File: src/rtl/prog_loader_if.sv
// Valid/ready word stream that carries a framed program into the loader.
interface prog_loader_if #(
    parameter int W = 9
);
    logic [W-1:0] InData;
    logic         InValid;
    logic         InReady;

    modport master (output InData, output InValid, input InReady);
    modport slave  (input InData, input InValid, output InReady);
endinterface

File: src/rtl/prog_loader.sv
// Instruction-memory writer: clears the RAM, takes a length-framed program with a
// checksum trailer, then releases the processor, which fetches via a registered read port.
module prog_loader #(
    parameter int W     = 9,
    parameter int DEPTH = 32,
    parameter int AW    = 5
) (
    input  logic          Clock,
    input  logic          Resetn,
    input  logic          Start,
    prog_loader_if.slave  s_if,
    input  logic [AW-1:0] RdAddr,
    output logic [W-1:0]  RdData,
    output logic          CpuResetn,
    output logic          Busy,
    output logic          LoadDone,
    output logic          LoadErr,
    output logic [AW:0]   WordCount
);

    typedef enum logic [2:0] {
        S_IDLE  = 3'd0,
        S_CLEAR = 3'd1,
        S_LEN   = 3'd2,
        S_DATA  = 3'd3,
        S_CSUM  = 3'd4,
        S_RUN   = 3'd5,
        S_ERR   = 3'd6
    } state_e;

    localparam logic [AW:0]  LAST_PTR = (AW+1)'(DEPTH - 1);
    localparam logic [W-1:0] DEPTH_W  = W'(DEPTH);

    state_e         state_q, state_d;
    logic [AW:0]    ptr_q, ptr_d;
    logic [AW:0]    len_q, len_d;
    logic [AW:0]    cnt_q, cnt_d;
    logic [W-1:0]   sum_q, sum_d;
    logic           in_ready_q;
    logic           cpu_rstn_q;
    logic           busy_q;
    logic           done_q;
    logic           err_q;
    logic [W-1:0]   rd_data_q;
    logic [W-1:0]   mem [DEPTH];

    logic           acc_s;
    logic           we_s;
    logic [AW-1:0]  waddr_s;
    logic [W-1:0]   wdata_s;

    assign acc_s       = s_if.InValid & in_ready_q;
    assign s_if.InReady = in_ready_q;
    assign RdData      = rd_data_q;
    assign CpuResetn   = cpu_rstn_q;
    assign Busy        = busy_q;
    assign LoadDone    = done_q;
    assign LoadErr     = err_q;
    assign WordCount   = cnt_q;

    // Next-state, datapath updates and the single RAM write port.
    always_comb begin
        state_d = state_q;
        ptr_d   = ptr_q;
        len_d   = len_q;
        cnt_d   = cnt_q;
        sum_d   = sum_q;
        we_s    = 1'b0;
        waddr_s = ptr_q[AW-1:0];
        wdata_s = {W{1'b0}};
        case (state_q)
            S_IDLE, S_RUN, S_ERR: begin
                if (Start) begin
                    state_d = S_CLEAR;
                    ptr_d   = {(AW+1){1'b0}};
                    cnt_d   = {(AW+1){1'b0}};
                end else begin
                    state_d = state_q;
                end
            end
            S_CLEAR: begin
                we_s = 1'b1;
                if (ptr_q == LAST_PTR) begin
                    state_d = S_LEN;
                    ptr_d   = {(AW+1){1'b0}};
                end else begin
                    ptr_d = ptr_q + (AW+1)'(1);
                end
            end
            S_LEN: begin
                if (acc_s) begin
                    if ((s_if.InData == {W{1'b0}}) || (s_if.InData > DEPTH_W)) begin
                        state_d = S_ERR;
                    end else begin
                        state_d = S_DATA;
                        len_d   = s_if.InData[AW:0];
                        ptr_d   = {(AW+1){1'b0}};
                        cnt_d   = {(AW+1){1'b0}};
                        sum_d   = {W{1'b0}};
                    end
                end else begin
                    state_d = state_q;
                end
            end
            S_DATA: begin
                if (acc_s) begin
                    we_s    = 1'b1;
                    wdata_s = s_if.InData;
                    ptr_d   = ptr_q + (AW+1)'(1);
                    cnt_d   = cnt_q + (AW+1)'(1);
                    sum_d   = sum_q + s_if.InData;
                    if ((cnt_q + (AW+1)'(1)) == len_q) begin
                        state_d = S_CSUM;
                    end else begin
                        state_d = state_q;
                    end
                end else begin
                    state_d = state_q;
                end
            end
            S_CSUM: begin
                if (acc_s) begin
                    if (s_if.InData == sum_q) begin
                        state_d = S_RUN;
                    end else begin
                        state_d = S_ERR;
                    end
                end else begin
                    state_d = state_q;
                end
            end
            default: begin
                state_d = S_IDLE;
            end
        endcase
    end

    // State, datapath registers and outputs decoded from the next state.
    always_ff @(posedge Clock or negedge Resetn) begin
        if (!Resetn) begin
            state_q    <= S_IDLE;
            ptr_q      <= {(AW+1){1'b0}};
            len_q      <= {(AW+1){1'b0}};
            cnt_q      <= {(AW+1){1'b0}};
            sum_q      <= {W{1'b0}};
            in_ready_q <= 1'b0;
            cpu_rstn_q <= 1'b0;
            busy_q     <= 1'b0;
            done_q     <= 1'b0;
            err_q      <= 1'b0;
        end else begin
            state_q    <= state_d;
            ptr_q      <= ptr_d;
            len_q      <= len_d;
            cnt_q      <= cnt_d;
            sum_q      <= sum_d;
            in_ready_q <= (state_d == S_LEN) || (state_d == S_DATA) || (state_d == S_CSUM);
            busy_q     <= (state_d == S_CLEAR) || (state_d == S_LEN) ||
                          (state_d == S_DATA) || (state_d == S_CSUM);
            cpu_rstn_q <= (state_d == S_RUN);
            done_q     <= (state_d == S_RUN) && (state_q != S_RUN);
            err_q      <= (state_d == S_ERR);
        end
    end

    // Instruction RAM write port; contents survive reset.
    always_ff @(posedge Clock) begin
        if (we_s) begin
            mem[waddr_s] <= wdata_s;
        end
    end

    // Registered fetch port; sees pre-write data on a same-address collision.
    always_ff @(posedge Clock or negedge Resetn) begin
        if (!Resetn) begin
            rd_data_q <= {W{1'b0}};
        end else begin
            rd_data_q <= mem[RdAddr];
        end
    end

endmodule

File: src/flat_wrapper.sv
// flat-port wrapper written by rule: the top's interface ports become plain ports
module prog_loader_flat 
#(
    parameter int W     = 9,
    parameter int DEPTH = 32,
    parameter int AW    = 5
)
  (Clock, Resetn, Start, RdAddr, RdData, CpuResetn, Busy, LoadDone, LoadErr, WordCount, s_if_InData, s_if_InValid, s_if_InReady);
  prog_loader_if #(.W(W)) s_if_i ();
  input  logic Clock;
  input  logic Resetn;
  input  logic Start;
  input  logic [AW-1:0] RdAddr;
  output logic [W-1:0] RdData;
  output logic CpuResetn;
  output logic Busy;
  output logic LoadDone;
  output logic LoadErr;
  output logic [AW:0] WordCount;
  input wire logic [$bits(s_if_i.InData)-1:0] s_if_InData;
  input wire logic [$bits(s_if_i.InValid)-1:0] s_if_InValid;
  output wire logic [$bits(s_if_i.InReady)-1:0] s_if_InReady;
  assign s_if_i.InData = s_if_InData;
  assign s_if_i.InValid = s_if_InValid;
  assign s_if_InReady = s_if_i.InReady;
  prog_loader #(.W(W), .DEPTH(DEPTH), .AW(AW)) u_core (.Clock(Clock), .Resetn(Resetn), .Start(Start), .s_if(s_if_i), .RdAddr(RdAddr), .RdData(RdData), .CpuResetn(CpuResetn), .Busy(Busy), .LoadDone(LoadDone), .LoadErr(LoadErr), .WordCount(WordCount));
endmodule
File: config.mk
export PLATFORM = sky130hd
export DESIGN_NAME = prog_loader_flat
export DESIGN_NICKNAME = d
export VERILOG_FILES = /design/src/rtl/prog_loader_if.sv /design/src/rtl/prog_loader.sv /design/src/flat_wrapper.sv
export SDC_FILE = /design/constraint.sdc
export NUM_CORES = 1
export LEC_CHECK = 0
export CAP_MARGIN = 20
export CORE_UTILIZATION = 66
export DETAILED_ROUTE_END_ITERATION = 16
export PLACE_DENSITY = 0.84
export SLEW_MARGIN = 20
export SYNTH_ARGS = -nofsm -noshare
export SYNTH_HDL_FRONTEND = slang
export SYNTH_SLANG_ARGS = --single-unit
File: constraint.sdc
create_clock -name Clock -period 6.4 [get_ports Clock]
set_input_delay 0.64 -clock Clock [delete_from_list [all_inputs] [get_ports Clock]]
set_output_delay 0.64 -clock Clock [all_outputs]
set_load 0.01 [all_outputs]
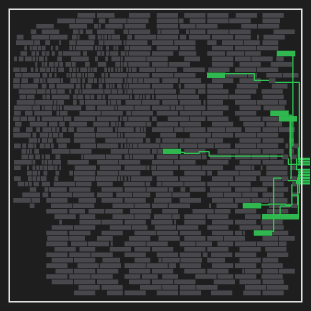
(port wiring)
Drawn at 2 px/um.
- green: `RdData` (bits 9; direction output; edge east; end cells 9; wire 379 um)
number of top-level design ports: 38
number of buffers added on ports: 37

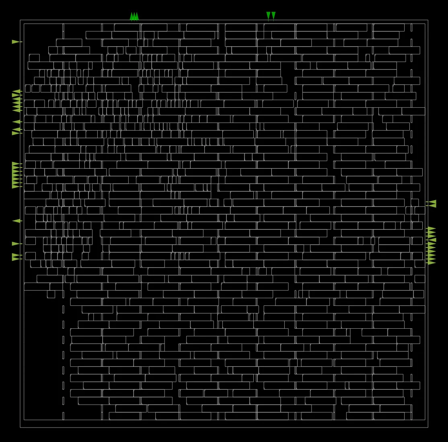
(placed standard cells)
Layout fillers: 1064
tally of non-filler cells in the final layout: 1081
Final Core Density: 76.09%

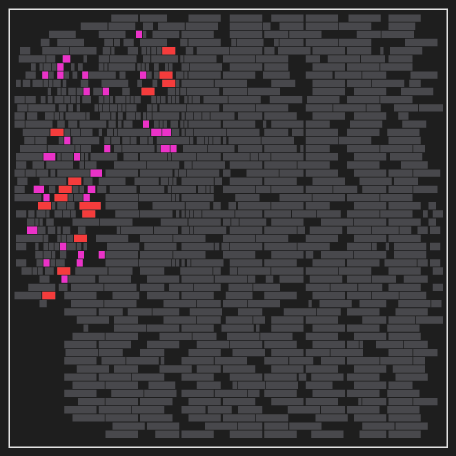
(gate families picked out)
Drawn at 3 px/um.
- red: adder and majority cells (cells 14; most used ha_1)
- magenta: AND and OR gates (cells 30; most used and2_1)
logic share of the area: 24.01%
Commonest Layout Cell: sky130_fd_sc_hd__edfxtp_1

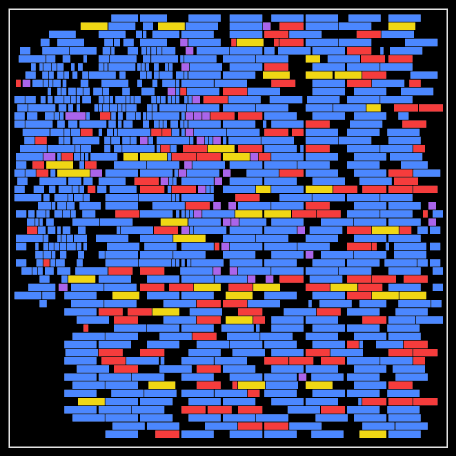
(drive-strength map)
Drawn at 3 px/um.
- purple: _3 and _4 cells (cells 41; most used buf_4)
- red: _2 cells (cells 121; most used mux4_2)
- yellow: _6 and larger (cells 37; most used clkbuf_16)
- blue: _0 and _1 cells (cells 612; most used edfxtp_1)
cell area after layout: 15400 sq um
Syn-to-layout area delta: 13.30%
non-clock buffer total of the final layout: 72

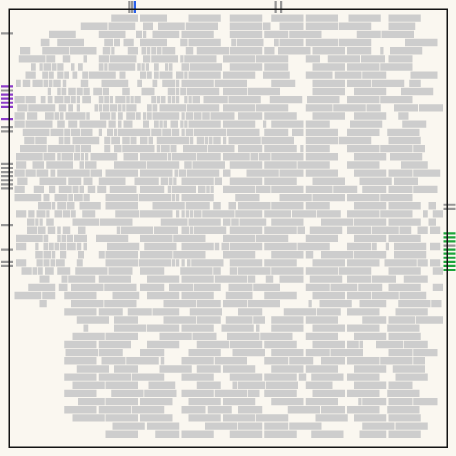
(pin map)
Drawn at 3 px/um. Pins as bars across the die edge, other pins in grey.
- green: `RdData` (pins 9; direction output; edge east)
- purple: `WordCount` (pins 6; direction output; edge west)
- blue: `CpuResetn` (pins 1; direction output; edge north)
- all pins by edge: 21 west, 12 east, 5 north
vertical die dimension: 145.5 um
Die Span X: 145.5 um

==> flow_metrics.py <==
# Auto-generated metrics
metrics = {
    "logic_synthesis": {
        "yosys-stat-cells": 714,
        "netlist_top_cells_area": "sky130_fd_sc_hd__edfxtp_1 (64%), sky130_fd_sc_hd__mux4_2 (15%), sky130_fd_sc_hd__dfrtp_1 (8.1%)",
        "yosysChipArea_sq_um": 13590,
        "ys_seq_share_pct": 71.74,
        "synthFlopType": "sky130_fd_sc_hd__edfxtp_1",
        "yosys.area.top_type": "sky130_fd_sc_hd__edfxtp_1",
        "synth.cell_area_sq_um": 13590,
        "ys_ff": 332,
        "avgSynthCellArea_sq_um": 19.03,
        "synthesis.instances": 714,
        "post_synth_most_frequent_cells": "sky130_fd_sc_hd__edfxtp_1 (288), sky130_fd_sc_hd__mux4_2 (90), sky130_fd_sc_hd__dfrtp_1 (44), sky130_fd_sc_hd__nor2_1 (44), sky130_fd_sc_hd__nand2_1 (32)",
        "synth_top_cell_by_count": "sky130_fd_sc_hd__edfxtp_1",
        "ys.warnings.count": 0,
        "netlist-cell-type-count": 52,
        "syn-num-nets": 746,
        "synthArstFlopShare_pct": 13.25,
        "yosysTopAreaCellShare_pct": 63.64,
    },
    "critical_path": {
        "crit-reg2reg-capture": "u_core.mem[10][0]$_DFFE_PP_",
        "data_arrival_time_of_the_critical_path_ps": 3300,
        "timing.reg2reg.setup_slack_ps": 3480,
        "critPathKind": "input port to flip-flop",
        "nature_of_the_critical_path_endpoint": "flip-flop",
        "worst-path-max-fanout": 8,
        "critPathLaunch": "s_if_InValid",
        "reg2regPathDepth": 5,
        "worstSetupStartpointType": "input port",
        "crit-reg2reg-launch": "u_core.state_q[2]$_DFF_PN0_",
    },
    "power": {
        "cellPowerDensity_nw_per_um2": 348.0,
        "vdd_drop_max_mv": 0.2593,
        "power.leakage_uw": 0.005315,
    },
    "routing": {
        "drc": 0,
        "top_layer_used": "met4",
        "detail_route.wirelength.met1_mm": 11.61,
        "drt_first_pass_iters": 8,
        "total_met3_wirelength_after_detailed_routing_mm": 3.125,
        "antenna_violating_nets_post_route": 0,
        "route.met2.wl_mm": 16.96,
        "route.final.wire_length_mm": 32.89,
        "dr_wl_cell_um": 30.43,
        "dr.first_iter.drc_count": 1015,
        "detailroute.via_count": 7402,
        "avgViaCountPerCell": 6.847,
    },
    "final_timing": {
        "slew_headroom_pct": 27.64,
        "whs_ps": 202.4,
        "fin_setup_tns_ps": 0,
        "setup_repair_after_global_routing_missed_its_margin": "false",
        "worst_slew_pin_slew_ps": 1085,
        "max_clock_freq_mhz": 327.6,
        "report.final.slew_viol_count": 0,
        "skew_ps": 21.98,
        "final_period_demand_of_the_worst_path_ps": 3053,
        "final_min_period_over_clock_period_pct": 47.70,
        "setup_viol_count_final": 0,
        "hold_viol": 0,
    },
    "cells_and_area": {
        "share_of_layout_cells_above_drive_strength_1_pct": 24.54,
        "final_nets": 819,
        "antenna_cells": 0,
    },
    "floorplan": {
        "chip_area_sq_um": 21170,
        "fp-row-count": 52,
        "coreArea_sq_um": 20230,
    },
    "outcome": {
        "status": "complete, no violations",
    },
    "cts": {
        "clock_tree.htree_level_count": 1,
        "postCtsResizedCells": 0,
        "cts-root-to-sink-buffers": 3,
        "clk_latency_ps": 550,
        "cts.repair_timing.setup_buffer_count": 0,
        "clock-sinks": 332,
        "clock_tree_from_tritoncts": "done",
        "clock_tree.root_cell": "sky130_fd_sc_hd__clkbuf_16",
        "total_clock_buffers_created_by_cts": 30,
        "clkSlewWorstSetupHoldPaths_ps": 70,
        "hold_buffers": 0,
    },
    "job": {
        "cap_violations": 0,
        "number_of_warning_messages_in_the_logs": 29,
    },
    "global_routing": {
        "first_pass_grt_wire_length_mm": 48.33,
        "pin_count_of_the_biggest_net_entering_global_routing": 73,
        "global_route.usage.total_pct": 32.05,
        "number_of_global_route_vias_before_repair": 7458,
        "antenna_violations_before_repair": 0,
        "grt_overflow_total": 0,
    },
    "placed_design": {
        "gp_routability_congestion": 0.9257,
        "place.detailed.hpwl_mm": 18.80,
    },
}
-- layer usage --
layer  vias up  global-route usage, %
li1       3031                      -
met1      3759                  42.14
met2       531                  54.93
met3        81                  5.235
met4         0                  11.79
met5         -                      0
-- sequential cells by signal (all words and copies together), names as in the netlist --
signal and flops:
u_core.Busy 1, u_core.CpuResetn 1, u_core.LoadDone 1, u_core.LoadErr 1
u_core.RdData 9, u_core.WordCount 6, u_core.len_q 6, u_core.mem 288
u_core.ptr_q 6, u_core.s_if.InReady 1, u_core.state_q 3, u_core.sum_q 9
-- layout make-up --
class	instances	area (sq um)
clock buffers	41	853.3
clock inverters	15	123.9
fillers	1064	4838
inverters	5	18.77
multi-input cells	346	3697
flip-flops and latches	332	9749
well taps	270	337.8
repair buffers	72	615.6
-- through the flow --
stage / setup WS (ps) / instance area, sq um / cells / total power, uW
CTS: 3431 / 15400 / 1081 / 5353
floorplan: 3530 / 13590 / 714 / 3234
global placement: 2895 / 14420 / 1025 / 3528
global route: 3216 / 15400 / 1081 / 5513
finish: 3347 / 15400 / 1081 / 5358
detailed placement: 2884 / 14420 / 1025 / 3582
-- report_power, final --
group	leakage [uW]	switching (uW)	internal, uW
sequential	0.00324	132	2560
clock	0.000479	765	1010
combinational	0.00159	525	360
-- how the worst max path moves through the flow --
stage	slack, ps	cells past startpoint	end
after floorplan	3530	5	u_core.RdData[0]$_DFF_PN0_
after global placement	2900	5	u_core.RdData[2]$_DFF_PN0_
after detailed placement	2880	5	u_core.RdData[2]$_DFF_PN0_
after CTS	3430	5	u_core.RdData[3]$_DFF_PN0_
after global routing	3220	6	u_core.mem[10][0]$_DFFE_PP_
final	3350	6	u_core.mem[10][0]$_DFFE_PP_
-- critical path, cell delays in order --
cell	delay, ps
sky130_fd_sc_hd__clkdlybuf4s50_1	510
sky130_fd_sc_hd__nand2_1	190
sky130_fd_sc_hd__a21oi_1	560
sky130_fd_sc_hd__nand2_1	380
sky130_fd_sc_hd__nor2_1	700
sky130_fd_sc_hd__buf_4	310
-- cell families after synthesis --
logic type,after synthesis,share of synthesized area (%)
DFF,332,71.74
xor gates and xnor gates,14,0.9023
muxes,108,16.38
AOI/OAI and AO/OA,59,2.836
and+or+nand+nor,151,5.690
adders and majority gates,14,1.344
buffers and inverters,36,1.105
-- cell usage in the layout, fill, tap and decap left out, drive strengths merged, types with 3 or more instances in the layout --
master           n
xnor2            7
a21oi            8
nand2b           5
edfxtp         288
nor2            44
nand2           32
mux4            90
ha              13
dfrtp           44
nand3           15
o31ai            6
nor4             3
or4b             3
clkinv          12
nor2b            6
xor2             7
or3              3
nand3b           3
buf             39
a21o             3
mux2i            3
and2            12
o21a             4
nor3b            6
o21ai           23
and3             7
mux2            15
inv              5
nor3             5
clkbuf          41
clkdlybuf4s50   33
Power is estimated from default activity; no workload was simulated.
